$ cat src/rtl/oam_dma_controller.sv
// rtl/oam_dma_controller.sv - OAM DMA sequencer and CPU/memory bus arbiter (FF46)
module oam_dma_controller #(
    parameter int          XFER_LEN     = 160,
    parameter logic [15:0] DMA_REG_ADDR = 16'hFF46
) (
    input  logic        clock,
    input  logic        reset_n,
    input  logic [15:0] cpu_addr,
    input  logic        cpu_wren,
    input  logic [7:0]  cpu_data_in,
    output logic [7:0]  cpu_data_out,
    output logic [15:0] mem_addr,
    output logic        mem_wren,
    output logic [7:0]  mem_data_in,
    input  logic [7:0]  mem_data_out,
    output logic [7:0]  oam_dma_addr,
    output logic [7:0]  oam_dma_data,
    output logic        oam_dma_wren,
    output logic        dma_active,
    output logic [1:0]  m_phase
);

    typedef enum logic {S_IDLE, S_ACTIVE} state_t;

    localparam logic [7:0] LAST_IDX = 8'(XFER_LEN - 1);

    state_t      r_state;
    logic [1:0]  r_phase;
    logic [7:0]  r_dma_reg;
    logic [7:0]  r_idx;
    logic [7:0]  r_oam_addr;
    logic [7:0]  r_oam_data;
    logic        r_oam_wren;

    logic        w_reg_write;
    logic        w_hram;
    logic [7:0]  w_src_hi;
    logic [7:0]  w_idx_next;

    assign w_reg_write = cpu_wren && (cpu_addr == DMA_REG_ADDR) && (r_phase == 2'd3);
    assign w_hram      = (cpu_addr >= 16'hFF80) && (cpu_addr <= 16'hFFFE);
    // Pages above DF mirror down onto work RAM, as on the real hardware.
    assign w_src_hi    = (r_dma_reg > 8'hDF) ? (r_dma_reg - 8'h20) : r_dma_reg;
    assign w_idx_next  = r_idx + 8'd1;

    always_ff @(posedge clock) begin
        if (!reset_n) begin
            r_state    <= S_IDLE;
            r_phase    <= 2'd0;
            r_dma_reg  <= 8'hFF;
            r_idx      <= 8'd0;
            r_oam_addr <= 8'd0;
            r_oam_data <= 8'd0;
            r_oam_wren <= 1'b0;
        end else begin
            r_phase    <= r_phase + 2'd1;
            r_oam_wren <= 1'b0;
            if (w_reg_write) begin
                r_dma_reg <= cpu_data_in;
            end
            case (r_state)
                S_IDLE: begin
                    if (w_reg_write) begin
                        r_state <= S_ACTIVE;
                        r_idx   <= 8'd0;
                    end
                end
                S_ACTIVE: begin
                    // Source byte returns during phase 1; strobe it into OAM in phase 2.
                    if (r_phase == 2'd1) begin
                        r_oam_data <= mem_data_out;
                        r_oam_addr <= r_idx;
                        r_oam_wren <= 1'b1;
                    end
                    if (r_phase == 2'd3) begin
                        if (w_reg_write) begin
                            r_idx <= 8'd0;
                        end else if (r_idx == LAST_IDX) begin
                            r_state <= S_IDLE;
                            r_idx   <= 8'd0;
                        end else begin
                            r_idx <= w_idx_next;
                        end
                    end
                end
                default: r_state <= S_IDLE;
            endcase
        end
    end

    always_comb begin
        mem_addr     = cpu_addr;
        mem_wren     = cpu_wren;
        cpu_data_out = mem_data_out;
        if (r_state == S_ACTIVE) begin
            if (!r_phase[1]) begin
                mem_addr = {w_src_hi, r_idx};
            end
            // CPU keeps only HRAM while the DMA owns the bus.
            mem_wren = cpu_wren && w_hram && (r_phase == 2'd3);
            if (!w_hram) begin
                cpu_data_out = 8'hFF;
            end
        end
        if (cpu_addr == DMA_REG_ADDR) begin
            cpu_data_out = r_dma_reg;
        end
    end

    assign mem_data_in  = cpu_data_in;
    assign oam_dma_addr = r_oam_addr;
    assign oam_dma_data = r_oam_data;
    assign oam_dma_wren = r_oam_wren;
    assign dma_active   = (r_state == S_ACTIVE);
    assign m_phase      = r_phase;

endmodule

$ cat config.mk
export PLATFORM = sky130hd
export DESIGN_NAME = oam_dma_controller
export DESIGN_NICKNAME = d
export VERILOG_FILES = /design/src/rtl/oam_dma_controller.sv
export SDC_FILE = /design/constraint.sdc
export NUM_CORES = 1
export LEC_CHECK = 0
export ABC_AREA = 0
export CAP_MARGIN = 20
export CORE_MARGIN = 4
export CORE_UTILIZATION = 26
export DETAILED_ROUTE_END_ITERATION = 7
export SYNTH_ARGS = -nofsm -noshare
export SYNTH_HDL_FRONTEND = slang
export SYNTH_SLANG_ARGS = --single-unit
$ cat constraint.sdc
create_clock -name clock -period 4.5 [get_ports clock]
set_input_delay 0.9 -clock clock [delete_from_list [all_inputs] [get_ports clock]]
set_output_delay 0.9 -clock clock [all_outputs]
set_load 0.1 [all_outputs]
==> out/results.ini <==
[worst_setup_path]
critical_path_cell_count=7
start_kind=input pin
cp-endpoint=cpu_data_out[7]
cp_top_family=simple AND/OR/NAND/NOR gates
path_max_fanout=14
cp.arrival_ns=2.80

[synthesis]
ys_ff=36
netlist_area_um2=1880
async_flop_share=0
synth_cell_types=31
top_cells_by_area=dfxtp_1 (38%), nand2_1 (13%), mux2_2 (8.4%), nor2_1 (5.4%), a21oi_1 (4.8%)
flop_cell=dfxtp_1
aoi_share=0.106

[sta]
tightest_slew_ns=0.989
hold_viol=0
fin_tns_setup_ns=0

[final_layout]
lay_top_cells=nand2_1 (65), clkdlybuf4s50_1 (54), dfxtp_1 (36)
final_area_um2=2900
flop_area_um2=721
lay_top_count=nand2_1
nets=364
nonClkBufAreaFrac=0.314
drive_gt1_frac=0.190
comb.multi_input.count=189
final-clk-cell-share=0.0371

[route]
via_count=1947
topRoutingLayerUsed=met4
dr.first_iter.drc_count=60
antenna_left=0

[worst_hold_path]
min_path_type=flop to flop
min_to=oam_dma_data[6]$_SDFFE_PN0P_

[global_routing]
grtUsageMet1=0.177
met2_usage=0.225
grtUsageTotal=0.137
grt_max_degree=27

[floorplanning]
ios=88

[pwr]
power.switching_uw=277
power_leader=sequential cells
pwr-share-comb=0.276
pg_comb_uw=229

[outcome]
outcome=finished, final reports clean

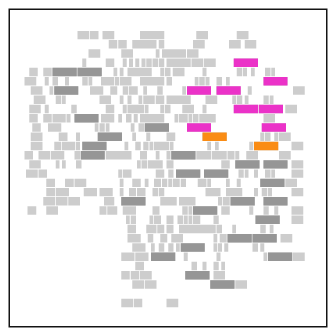
(sequential cells colored by netlist name)
Other sequential cells in the stronger gray, the rest of the logic in the fainter gray.
[`oam_dma_data`] magenta | placed flops: 8
[`m_phase`] orange | placed flops: 2
not colored: 26
Seq. pwr: 322 uW
fraction of area in registers: 0.248

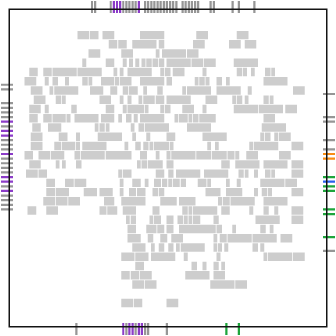
(pin placement)
Pins as bars across the die edge, other pins in gray.
[`mem_addr`] purple | pins: 16 | direction: output | edge: 7 west, 5 south, 4 north
[`m_phase`] orange | pins: 2 | direction: output | edge: east
[`dma_active`] blue | pins: 1 | direction: output | edge: east
[`oam_dma_addr`] green | pins: 8 | direction: output | edge: 6 east, 2 south
all pins by edge: 34 north, 26 west, 15 east, 13 south
die width: 93.1 um
# port buffers: 87
Die Y: 93.1 um

No activity file was given, so power comes from the tool's default toggle rates.
